[config.mk]
export PLATFORM = sky130hd
export DESIGN_NAME = nav_event_arbiter
export DESIGN_NICKNAME = d
export VERILOG_FILES = /design/src/rtl/nav_event_arbiter.sv
export SDC_FILE = /design/constraint.sdc
export NUM_CORES = 1
export LEC_CHECK = 0
export CAP_MARGIN = 0
export CORE_MARGIN = 2
export CORE_UTILIZATION = 45
export CTS_BUF_LIST = sky130_fd_sc_hd__clkbuf_8
export DETAILED_ROUTE_END_ITERATION = 6
export GPL_TIMING_DRIVEN = 0
export HOLD_SLACK_MARGIN = 0.15
export PLACE_DENSITY_LB_ADDON = 0.05
export RECOVER_POWER = 50
export SYNTH_ARGS = -nofsm -noshare
export SYNTH_HDL_FRONTEND = slang
export SYNTH_SLANG_ARGS = --single-unit
[constraint.sdc]
create_clock -name clk_in -period 3.45 [get_ports clk_in]
set_input_delay 0.69 -clock clk_in [delete_from_list [all_inputs] [get_ports clk_in]]
set_output_delay 0.69 -clock clk_in [all_outputs]
set_load 0.01 [all_outputs]
[src/rtl/nav_event_arbiter.sv]
// Merges button and FFT navigation pulses into one ordered event stream:
// per-source pending registers, round-robin grant into a small FIFO, and an FFT holdoff window.
module nav_event_arbiter #(
   parameter int HOLDOFF_CYCLES = 5_000_000,
   parameter int CNT_W          = 23,
   parameter int FIFO_DEPTH     = 4
) (
   input  logic       clk_in,
   input  logic       rst_n_in,
   input  logic       btn_up_in,
   input  logic       btn_down_in,
   input  logic       btn_sel_in,
   input  logic       fft_hi_in,
   input  logic       fft_lo_in,
   input  logic       fft_en_in,
   input  logic       evt_ready_in,
   output logic       evt_valid_out,
   output logic [1:0] evt_code_out,
   output logic       evt_src_out,
   output logic       holdoff_active_out,
   output logic [7:0] drop_count_out,
   output logic [2:0] fifo_count_out
);

   localparam int PTR_W = $clog2(FIFO_DEPTH);
   localparam logic [2:0] DEPTH_C = 3'(FIFO_DEPTH);
   localparam logic [CNT_W-1:0] HOLD_LOAD = CNT_W'(HOLDOFF_CYCLES - 1);

   logic             btn_pend_valid_reg, btn_pend_valid_next;
   logic [1:0]       btn_pend_code_reg, btn_pend_code_next;
   logic             fft_pend_valid_reg, fft_pend_valid_next;
   logic [1:0]       fft_pend_code_reg, fft_pend_code_next;
   logic [CNT_W-1:0] holdoff_cnt_reg, holdoff_cnt_next;
   logic [7:0]       drop_count_reg, drop_count_next;
   logic             rr_fft_reg, rr_fft_next;
   logic [PTR_W-1:0] wr_ptr_reg, wr_ptr_next;
   logic [PTR_W-1:0] rd_ptr_reg, rd_ptr_next;
   logic [2:0]       fifo_count_reg, fifo_count_next;
   logic [2:0]       fifo_mem [FIFO_DEPTH];

   logic       btn_cand_valid, fft_cand_valid;
   logic [1:0] btn_cand_code, fft_cand_code;
   logic       can_push, fft_pend_live, grant_btn, grant_fft;
   logic       btn_load, fft_load, btn_drop, fft_drop;
   logic       push, pop;
   logic [2:0] push_data, head_data;
   logic [8:0] drop_sum;

   always_comb begin
      btn_cand_valid = btn_sel_in | (btn_up_in ^ btn_down_in);
      btn_cand_code  = btn_sel_in ? 2'd3 : (btn_up_in ? 2'd1 : 2'd2);
      // Holdoff and disable suppress FFT pulses outright; they never count as drops.
      fft_cand_valid = fft_en_in & (holdoff_cnt_reg == '0) & (fft_hi_in ^ fft_lo_in);
      fft_cand_code  = fft_hi_in ? 2'd1 : 2'd2;

      can_push      = fifo_count_reg < DEPTH_C;
      fft_pend_live = fft_pend_valid_reg & fft_en_in;
      grant_btn     = can_push & btn_pend_valid_reg & (~fft_pend_live | ~rr_fft_reg);
      grant_fft     = can_push & fft_pend_live & (~btn_pend_valid_reg | rr_fft_reg);

      btn_load = btn_cand_valid & (~btn_pend_valid_reg | grant_btn);
      fft_load = fft_cand_valid & (~fft_pend_valid_reg | grant_fft);
      btn_drop = btn_cand_valid & ~btn_load;
      fft_drop = fft_cand_valid & ~fft_load;

      btn_pend_valid_next = btn_load | (btn_pend_valid_reg & ~grant_btn);
      btn_pend_code_next  = btn_load ? btn_cand_code : btn_pend_code_reg;
      fft_pend_valid_next = fft_en_in & (fft_load | (fft_pend_valid_reg & ~grant_fft));
      fft_pend_code_next  = fft_load ? fft_cand_code : fft_pend_code_reg;

      holdoff_cnt_next = holdoff_cnt_reg;
      if (!fft_en_in)
         holdoff_cnt_next = '0;
      else if (fft_load)
         holdoff_cnt_next = HOLD_LOAD;
      else if (holdoff_cnt_reg != '0)
         holdoff_cnt_next = holdoff_cnt_reg - 1'b1;

      drop_sum        = {1'b0, drop_count_reg} + 9'(btn_drop) + 9'(fft_drop);
      drop_count_next = drop_sum[8] ? 8'hFF : drop_sum[7:0];

      rr_fft_next = rr_fft_reg;
      if (grant_btn)
         rr_fft_next = 1'b1;
      else if (grant_fft)
         rr_fft_next = 1'b0;

      push      = grant_btn | grant_fft;
      push_data = grant_fft ? {1'b1, fft_pend_code_reg} : {1'b0, btn_pend_code_reg};
      pop       = (fifo_count_reg != 3'd0) & evt_ready_in;

      wr_ptr_next     = wr_ptr_reg + PTR_W'(push);
      rd_ptr_next     = rd_ptr_reg + PTR_W'(pop);
      fifo_count_next = fifo_count_reg;
      if (push && !pop)
         fifo_count_next = fifo_count_reg + 3'd1;
      else if (!push && pop)
         fifo_count_next = fifo_count_reg - 3'd1;
   end

   always_ff @(posedge clk_in) begin
      if (!rst_n_in) begin
         btn_pend_valid_reg <= 1'b0;
         btn_pend_code_reg  <= 2'd0;
         fft_pend_valid_reg <= 1'b0;
         fft_pend_code_reg  <= 2'd0;
         holdoff_cnt_reg    <= '0;
         drop_count_reg     <= 8'd0;
         rr_fft_reg         <= 1'b0;
         wr_ptr_reg         <= '0;
         rd_ptr_reg         <= '0;
         fifo_count_reg     <= 3'd0;
      end else begin
         btn_pend_valid_reg <= btn_pend_valid_next;
         btn_pend_code_reg  <= btn_pend_code_next;
         fft_pend_valid_reg <= fft_pend_valid_next;
         fft_pend_code_reg  <= fft_pend_code_next;
         holdoff_cnt_reg    <= holdoff_cnt_next;
         drop_count_reg     <= drop_count_next;
         rr_fft_reg         <= rr_fft_next;
         wr_ptr_reg         <= wr_ptr_next;
         rd_ptr_reg         <= rd_ptr_next;
         fifo_count_reg     <= fifo_count_next;
      end
   end

   // Storage needs no reset: the head is masked whenever the FIFO is empty.
   always_ff @(posedge clk_in) begin
      if (push)
         fifo_mem[wr_ptr_reg] <= push_data;
   end

   assign head_data          = fifo_mem[rd_ptr_reg];
   assign evt_valid_out      = fifo_count_reg != 3'd0;
   assign evt_code_out       = evt_valid_out ? head_data[1:0] : 2'd0;
   assign evt_src_out        = evt_valid_out ? head_data[2] : 1'b0;
   assign holdoff_active_out = holdoff_cnt_reg != '0;
   assign drop_count_out     = drop_count_reg;
   assign fifo_count_out     = fifo_count_reg;

endmodule

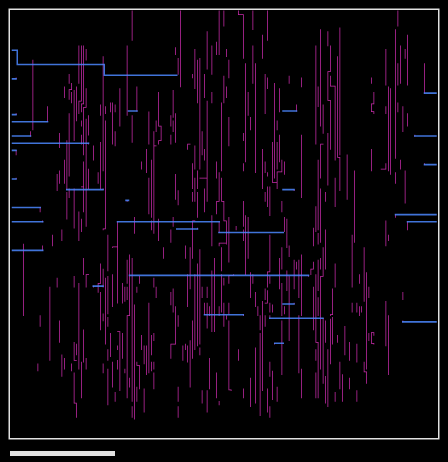
**Above:** wiring by layer.
The bar under the picture is 20 microns long. Two of the layers only.
Blue marks met3, wire length 214 microns. Magenta marks met2, wire length 2,200 microns.

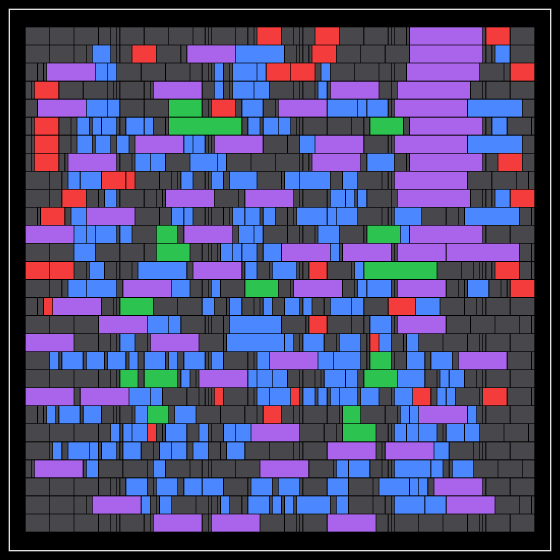
**Above:** cell classes on the final placement.
Fill, decap, tap and diode cells in grey.
Purple marks flip-flops, cells 57, share of their area 40%. Red marks other buffers and delay cells, cells 34, share of their area 9.2%. Blue marks all other logic, cells 202, share of their area 44%. Green marks clock drivers and dummy loads, cells 16, share of their area 7.1%.

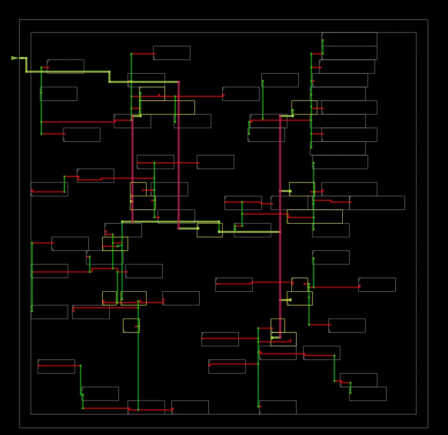
**Above:** clock wiring as the flow saved it.
CLK BUF: 9
CTS sink cnt: 57

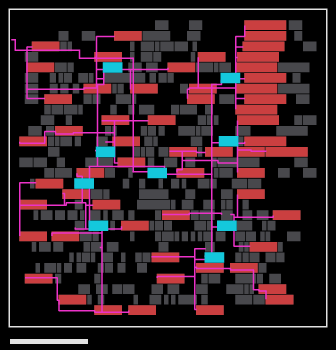
**Above:** routed clock nets over the placement.
The bar under the picture is 20 microns long.
Red marks flip-flops, count 57. Magenta marks clock wires, length 712 microns. Cyan marks cells driving clock nets, count 9.
There are 10 routed clock nets.

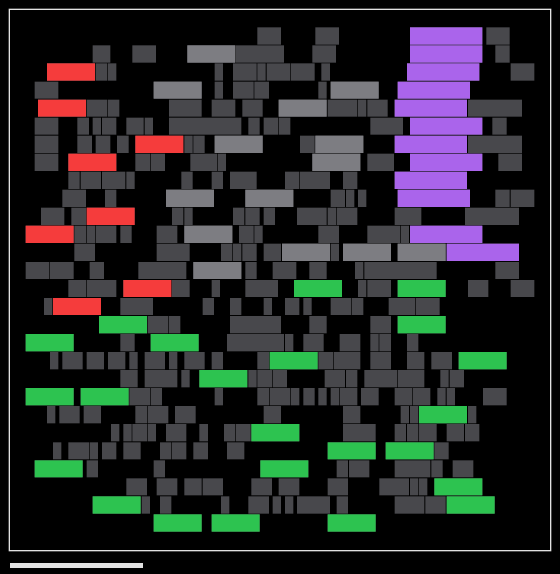
**Above:** sequential cells grouped by signal name.
The bar under the picture is 20 microns long. Other sequential cells in the stronger grey, the rest of the logic in the fainter grey.
Red marks `drop_count_out`, flops 8. Green marks `holdoff_cnt_reg`, flops 23. Purple marks `fifo_mem`, flops 12, where top right.

==> changes_impl.md <==
## Implementation

* Outcome: finished clean
* Largest net degree at the start of global routing at 13
* Fa+ha+maj area frac at 4.27%
* Critical R2R Capture: drop_count_out[2]$_SDFF_PN0_
* CP cell instances: inv_1, ha_1, or4b_4, nor4b_4, buf_4, nand2_4, clkdlybuf4s50_1
* Synth flops at 57
* Sequential power at 1.03 mW
* Post-synth top cells: dfxtp_1 (45), nor2_1 (31), a21oi_1 (26)
* Comb pwr at 2.27 mW
* Non-Clock Buffer Area Fraction at 8.97%
* Core outline area at 5850 sq um
* WP buf/inv at 3
* Pint at 2.34 mW
* Drc violations at 0
* Most frequent logic cells in the routed design: dfxtp_1 (45), nor2_1 (31), a21oi_1 (26), xnor2_1 (16)
* Cells after Synth at 266
* Main flop type after synthesis: dfxtp_1
* GRT met1 Usage at 26.1%
* Final Max Tran Viols at 0
* Chip height at 81.4 microns
* Fillers at 530
* Setup violations, final at 0
* Final min period at 3280 ps
* Top Consumer: combinational cells
* Met3 Routed Length at 213 microns
* Ant. Diodes at 0
* Worst hold endpoint: rr_fft_reg$_SDFFE_PN0N_
* Clock network area share at 6.87%
* Crit-path max cell delay at 500 ps
* Worst r2r path cells at 11
* Register share of total power at 25.7%
* Sw Pwr at 1.66 mW
* RSZ-0062 raised after global routing: false
* Least-Margin Pin Slew at 795 ps
* Iteration-0 DRC Markers at 56
* Initial antenna violation count at 0
* Clock-pin slew on the worst setup and hold paths at 70 ps
* Yosys warning count at 0
* Netlist cell types at 50
* Max FFs per register at 23
* Period utilization at 94.9%
* CTS tree: yes
* Worst clock skew at 6.10 ps
* Reg-to-reg setup timing slack at 290 ps
* Critical Path Start: holdoff_cnt_reg[1]$_SDFFE_PN0P_
* Final setup margin at 174 ps
* Combinational share of power at 56.8%
* Ratio of cells with drive above 1 in the final layout at 12.6%
* Yosys top cell by area: dfxtp_1
* Post-DR vias/cell at 5.25
* Tool warnings at 27
* Clk latency late pin at 330 ps
* Family with the most delay on the worst path: simple AND/OR/NAND/NOR gates
* YS chip area at 2700 sq um
* CP Capture Type: output pin
* Layout area overhead at 21.5%
* Non-clk bufs at 34
* Final wirelength at 5410 microns
Power is estimated from default activity; no workload was simulated.
